==> src/rtl/fpga_cfg_pkg.sv <==
// Shared definitions for the LUT configuration loader: FSM state encoding
// and the default word width / sync pattern.
package fpga_cfg_pkg;

  localparam int          CFG_W_DEF     = 16;
  localparam logic [15:0] SYNC_WORD_DEF = 16'hB00B;

  typedef enum logic [2:0] {
    IDLE  = 3'd0,
    SYNC  = 3'd1,
    LOAD  = 3'd2,
    WRITE = 3'd3,
    DONE  = 3'd4
  } state_t;

endpackage : fpga_cfg_pkg

==> src/rtl/fpga_cfg_loader_if.sv <==
// Serial bitstream handshake plus the broadcast config bus that feeds the
// fpga_4lut array. The loader owns the slave side; the bitstream source and
// the LUT array together form the master side.
interface fpga_cfg_loader_if #(
  parameter int NUM_LUTS = 4,
  parameter int CFG_W    = 16
) ();

  logic                bit_i;
  logic                bit_valid_i;
  logic                bit_ready_o;
  logic [CFG_W-1:0]    config_o;
  logic [NUM_LUTS-1:0] config_we_o;

  modport master (
    output bit_i,
    output bit_valid_i,
    input  bit_ready_o,
    input  config_o,
    input  config_we_o
  );

  modport slave (
    input  bit_i,
    input  bit_valid_i,
    output bit_ready_o,
    output config_o,
    output config_we_o
  );

endinterface : fpga_cfg_loader_if

==> src/rtl/fpga_cfg_shreg.sv <==
// Shift window and bit counter. Only the last CFG_W-1 bits are stored; the
// window output appends the bit being offered this cycle, so it already shows
// the post-shift value that sync matching and word capture need.
module fpga_cfg_shreg
  import fpga_cfg_pkg::*;
#(
  parameter int CFG_W = CFG_W_DEF
) (
  input  logic             clk_i,
  input  logic             rst_ni,
  input  logic             shift_en_i,
  input  logic             clear_i,
  input  logic             bit_i,
  output logic [CFG_W-1:0] window_o,
  output logic             word_complete_o
);

  localparam int CNT_W = $clog2(CFG_W);

  logic [CFG_W-2:0] hist_q;
  logic [CNT_W-1:0] cnt_q;
  logic             cnt_last;

  assign cnt_last        = (cnt_q == CNT_W'(CFG_W - 1));
  assign window_o        = {hist_q, bit_i};
  assign word_complete_o = shift_en_i && cnt_last;

  // Shift history and bit counter; clear wins over a simultaneous shift.
  // NOTE: sequential state uses non-blocking assignments so every register
  // samples pre-edge values regardless of process evaluation order.
  always_ff @(posedge clk_i or negedge rst_ni) begin
    if (!rst_ni) begin
      hist_q <= '0;
      cnt_q  <= '0;
    end else if (clear_i) begin
      hist_q <= '0;
      cnt_q  <= '0;
    end else if (shift_en_i) begin
      hist_q <= window_o[CFG_W-2:0];
      cnt_q  <= cnt_last ? '0 : cnt_q + CNT_W'(1);
    end
  end

endmodule : fpga_cfg_shreg

==> src/rtl/fpga_cfg_loader.sv <==
// Configuration loader: hunts for the sync word in a serial bitstream, then
// assembles NUM_LUTS words MSB first and strobes each into its LUT through a
// shared config bus and a one-hot write enable.
module fpga_cfg_loader
  import fpga_cfg_pkg::*;
#(
  parameter int               NUM_LUTS  = 4,
  parameter int               CFG_W     = CFG_W_DEF,
  parameter logic [CFG_W-1:0] SYNC_WORD = SYNC_WORD_DEF
) (
  input  logic               clk_i,
  input  logic               rst_ni,
  input  logic               start_i,
  fpga_cfg_loader_if.slave   bus,
  output logic               busy_o,
  output logic               done_o
);

  localparam int IDX_W = $clog2(NUM_LUTS);

  state_t           state_q, state_d;
  logic [IDX_W-1:0] lut_idx_q;
  logic [CFG_W-1:0] config_q;
  logic [CFG_W-1:0] window;
  logic             word_complete;
  logic             bit_ready;
  logic             transfer;
  logic             start_accept;
  logic             shreg_clear;
  logic             last_lut;

  assign bit_ready = (state_q == SYNC) || (state_q == LOAD);
  assign transfer  = bus.bit_valid_i && bit_ready;
  assign last_lut  = (lut_idx_q == IDX_W'(NUM_LUTS - 1));

  fpga_cfg_shreg #(
    .CFG_W (CFG_W)
  ) u_shreg (
    .clk_i           (clk_i),
    .rst_ni          (rst_ni),
    .shift_en_i      (transfer),
    .clear_i         (shreg_clear),
    .bit_i           (bus.bit_i),
    .window_o        (window),
    .word_complete_o (word_complete)
  );

  // State register.
  always_ff @(posedge clk_i or negedge rst_ni) begin
    if (!rst_ni) state_q <= IDLE;
    else         state_q <= state_d;
  end

  // Next-state logic plus the clear/start qualifiers it implies.
  // NOTE: every combinational output gets a default first so no path through
  // the case leaves a value unassigned and infers a latch.
  always_comb begin
    state_d      = state_q;
    start_accept = 1'b0;
    shreg_clear  = 1'b0;
    unique case (state_q)
      IDLE, DONE: begin
        if (start_i) begin
          state_d      = SYNC;
          start_accept = 1'b1;
          shreg_clear  = 1'b1;
        end
      end
      SYNC: begin
        if (transfer && (window == SYNC_WORD)) begin
          state_d     = LOAD;
          shreg_clear = 1'b1;
        end
      end
      LOAD: begin
        if (word_complete) state_d = WRITE;
      end
      WRITE: begin
        state_d = last_lut ? DONE : LOAD;
      end
      default: state_d = IDLE;
    endcase
  end

  // Config holding register and LUT index. config_q only moves when a word
  // completes, so it stays stable through WRITE and the following LOAD.
  always_ff @(posedge clk_i or negedge rst_ni) begin
    if (!rst_ni) begin
      config_q  <= '0;
      lut_idx_q <= '0;
    end else begin
      if (state_q == LOAD && word_complete) config_q <= window;
      if (start_accept) begin
        lut_idx_q <= '0;
      end else if (state_q == WRITE && !last_lut) begin
        lut_idx_q <= lut_idx_q + IDX_W'(1);
      end
    end
  end

  // Outputs decoded from state so an async reset clears them immediately.
  always_comb begin
    bus.bit_ready_o = bit_ready;
    bus.config_o    = config_q;
    bus.config_we_o = (state_q == WRITE) ? (NUM_LUTS'(1) << lut_idx_q) : '0;
    busy_o          = (state_q == SYNC) || (state_q == LOAD) || (state_q == WRITE);
    done_o          = (state_q == DONE);
  end

endmodule : fpga_cfg_loader

==> src/flat_wrapper.sv <==
// flat-port wrapper written by rule: the top's interface ports become plain ports
module fpga_cfg_loader_flat import fpga_cfg_pkg::*;
#(
  parameter int               NUM_LUTS  = 4,
  parameter int               CFG_W     = CFG_W_DEF,
  parameter logic [CFG_W-1:0] SYNC_WORD = SYNC_WORD_DEF
)
  (clk_i, rst_ni, start_i, busy_o, done_o, bus_bit_i, bus_bit_valid_i, bus_bit_ready_o, bus_config_o, bus_config_we_o);
  fpga_cfg_loader_if #(.NUM_LUTS(NUM_LUTS), .CFG_W(CFG_W)) bus_i ();
  input  logic clk_i;
  input  logic rst_ni;
  input  logic start_i;
  output logic busy_o;
  output logic done_o;
  input wire logic [$bits(bus_i.bit_i)-1:0] bus_bit_i;
  input wire logic [$bits(bus_i.bit_valid_i)-1:0] bus_bit_valid_i;
  output wire logic [$bits(bus_i.bit_ready_o)-1:0] bus_bit_ready_o;
  output wire logic [$bits(bus_i.config_o)-1:0] bus_config_o;
  output wire logic [$bits(bus_i.config_we_o)-1:0] bus_config_we_o;
  assign bus_i.bit_i = bus_bit_i;
  assign bus_i.bit_valid_i = bus_bit_valid_i;
  assign bus_bit_ready_o = bus_i.bit_ready_o;
  assign bus_config_o = bus_i.config_o;
  assign bus_config_we_o = bus_i.config_we_o;
  fpga_cfg_loader #(.NUM_LUTS(NUM_LUTS), .CFG_W(CFG_W), .SYNC_WORD(SYNC_WORD)) u_core (.clk_i(clk_i), .rst_ni(rst_ni), .start_i(start_i), .bus(bus_i), .busy_o(busy_o), .done_o(done_o));
endmodule
==> config.mk <==
export PLATFORM = sky130hd
export DESIGN_NAME = fpga_cfg_loader_flat
export DESIGN_NICKNAME = d
export VERILOG_FILES = /design/src/rtl/fpga_cfg_pkg.sv /design/src/rtl/fpga_cfg_loader_if.sv /design/src/rtl/fpga_cfg_shreg.sv /design/src/rtl/fpga_cfg_loader.sv /design/src/flat_wrapper.sv
export SDC_FILE = /design/constraint.sdc
export NUM_CORES = 1
export LEC_CHECK = 0
export CAP_MARGIN = 0
export CORE_MARGIN = 2
export CORE_UTILIZATION = 35
export DETAILED_ROUTE_END_ITERATION = 6
export DONT_BUFFER_PORTS = 1
export PLACE_DENSITY = 0.51
export SYNTH_ARGS = -nofsm -noshare
export SYNTH_HDL_FRONTEND = slang
export SYNTH_SLANG_ARGS = --single-unit
==> constraint.sdc <==
create_clock -name clk_i -period 3.6 [get_ports clk_i]
set_input_delay 0.9 -clock clk_i [delete_from_list [all_inputs] [get_ports clk_i]]
set_output_delay 0.9 -clock clk_i [all_outputs]
set_load 0.02 [all_outputs]
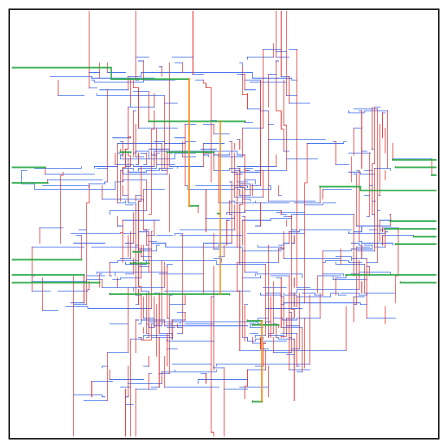
*Metal layers overlaid*
layer	color	wire length
met4	orange	67.3 µm
met1	blue	1450 µm
met2	red	1650 µm
met3	green	236 µm

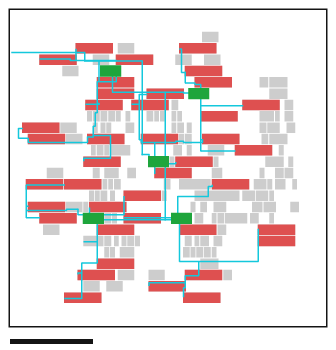
*Clock network drawn from the DEF*
Scale bar: 20 µm.
[cells driving clock nets] green | count: 5
[clock wires] cyan | length: 500 µm
[flip-flops] red | count: 40
routed clock nets	6

[power groups by stage]
stage | sequential, mW | clock (mW) | combinational [mW]
6_report | 0.536 | 0.396 | 0.0834
5_1_grt | 0.545 | 0.429 | 0.0964
4_1_cts | 0.536 | 0.406 | 0.0843
3_5_place_dp | 0.545 | 0 | 0.0836
3_3_place_gp | 0.543 | 0 | 0.0787
2_1_floorplan | 0.531 | 0 | 0.0696
[synthesized netlist by cell type, drive strengths merged, types with 2 or more instances]
library cell	n
dfrtp	40
nand2	36
a21oi	20
mux2	16
and2	6
buf	5
ha	5
nor2	5
nor2b	4
inv	3
and4b	2
clkbuf	2
nand3	2
nor4	2
or3	2
xor2	2
[registers in the layout, indices dropped and copies added (netlist names)]
register	count
u_core.lut_idx_q	2
u_core.u_shreg.cnt_q	4
u_core.state_q	3
u_core.u_shreg.hist_q	15
u_core.bus.config_o	16
[kinds of logic (layout without fill, tap and decap cells)]
| group | after synthesis | in the layout | share of synthesized area, % |
|---|---|---|---|
| simple gates | 65 | 65 | 17.9 |
| flops | 40 | 40 | 55.4 |
| compound gates | 25 | 25 | 8.31 |
| mux | 17 | 17 | 10.5 |
| buf+inv | 10 | 11 | 2.91 |
| fa+ha+maj | 5 | 5 | 3.46 |
| xor+xnor | 3 | 3 | 1.45 |
[routing by layer]
layer  up-vias  wire length, µm
met3         7              235
met5         -                0
met2        33             1650
li1        555                -
met4         0               67
met1       589             1450
[area by class of cell]
cell class                 instances  area [µm²]  share of cell area (%)
tap                               70        87.6                    4.42
multi-input combinational        115         753                    38.1
inverter                           3        11.3                   0.569
clock buffer                       7        96.3                    4.87
clock inverter                     1        30.0                    1.52
sequential                        40        1000                    50.6
==> out/qor.txt <==
Buf/Inv on CP = 0
Root Buffer = clkbuf_8
yosys cell count = 165
final hold slack = 301 ps
main flop type = dfrtp_1
Post-layout nets = 175
largest net degree at the start of global routing = 41
yosys stat area = 1810 µm²
Peak VDD IR = 0.275 mV
placed cell count = 228
fp util = 35.8%
Starting DRT DRC Count = 62
final antenna-violating net count = 0
hold crit path type = input pin to asynchronous set/reset pin
Std-Cell Core Area = 5040 µm²
Worst Setup Start Kind = input pin
WP data required = 3730 ps
Top Family by Delay on Critical Path = AND-OR/OR-AND gates
M2 GR Usage = 22.0%
number of global-route vias before repair = 1233
Area leader share = 55.4%
DRC viols = 0
initial antenna violation count = 0
Final Non-Filler Cells = 236
Netlist cell types = 30
crit path from = bus_bit_valid_i
internal power = 0.777 mW
Total Power = 1.02 mW
Post-Syn Nets = 175
M1 GR Usage = 17.2%
Reg power frac = 52.8%
# rows = 26
layout cells sized above 1 = 15.7%
DIE HEIGHT = 75.8 µm
NetSw = 0.239 mW
combinational cell fraction of total power = 8.2%
worst setup path class = input pin to register
Layout area overhead = 9.56%
clock share of power = 39.0%
Area after DPL = 1850 µm²
Setup Slack @ Placement = 906 ps
CTS tree = built
critical path depth = 4
Setup crit end = u_core.u_shreg.cnt_q[0]
endpoints failing hold = 0
Commonest Layout Cell = dfrtp_1
area leader, netlist = dfrtp_1
Max H-tree Level = 2
FF+latch count, synth = 40
total setup buffers inserted after CTS = 0
setup TNS = 0 ps
Post-synth EDFFs = 0
die area = 5750 µm²
setup clock skew after layout = 3.21 ps
clk slew on worst S/H paths = 70 ps
Switching Share = 23.5%
I/O pins = 28
# setup viols final = 0
final instance area = 1980 µm²
Overflow after GRT = 0
R2R Setup Slk = 1250 ps
Final WS setup = 1150 ps
r2r startpoint = u_core.state_q[1]
Log Warnings = 29
yosys warns = 0
clk buf depth = 2
Fill cells = 515
DR WL/cell = 14.4 µm
f_max = 0.409 GHz
cts hold-fix bufs = 0
maxcap violations = 0
synthesized area per cell = 10.9 µm²
Slew @ Worst Pin = 774 ps
unrepaired setup endpoints after global routing = false
Num CTS Buffers = 5
clock sink total = 40
Synth Instances = 165
critical path's largest stage delay = 810 ps
met3 Use GR = 4.89%
Area contributors post-synth = dfrtp_1 55%, mux2_2 10%, nand2_1 7.5%
power per cell area = 513 nW/µm²
vias = 1184
Latency at later pin = 290 ps
DRT Pass-1 Iters = 4
Vias/cell = 5.02
Leak = 0.956 nW
slowest cell on the critical path = o31ai_4
post_cts resized = 0
status = finished clean
die width = 75.8 µm
Post-DP HPWL = 2330 µm
crit path cell chain = nor2b_1 -> nand2_1 -> o31ai_4 -> a21oi_1
critical-path maximum fanout = 22
Seq share, synth = 55.4%
Crit. End Element = register
number of antenna diodes = 0
cycle use final = 67.9%
total global-route track usage = 13.9%
Syn Std Cell Area = 1810 µm²
DRT Wirelength = 3400 µm
R2R Path End = u_core.u_shreg.cnt_q[0]
post-layout min period = 2450 ps
Port Buf Inserts = 0
relative slew slack = 48.4%
FFs w/ async S/R, synth = 100%
first-pass GRT wire length = 5890 µm
GR peak layer = met2
post-layout util = 39.3%
Placer Congestion = 0.715
Slew Limit Fails = 0
Reg2Reg Depth = 4
most frequent cells in the layout = 40 x dfrtp_1, 36 x nand2_1, 20 x a21oi_1
worst path arrival time = 2570 ps
Power is estimated from default activity; no workload was simulated.
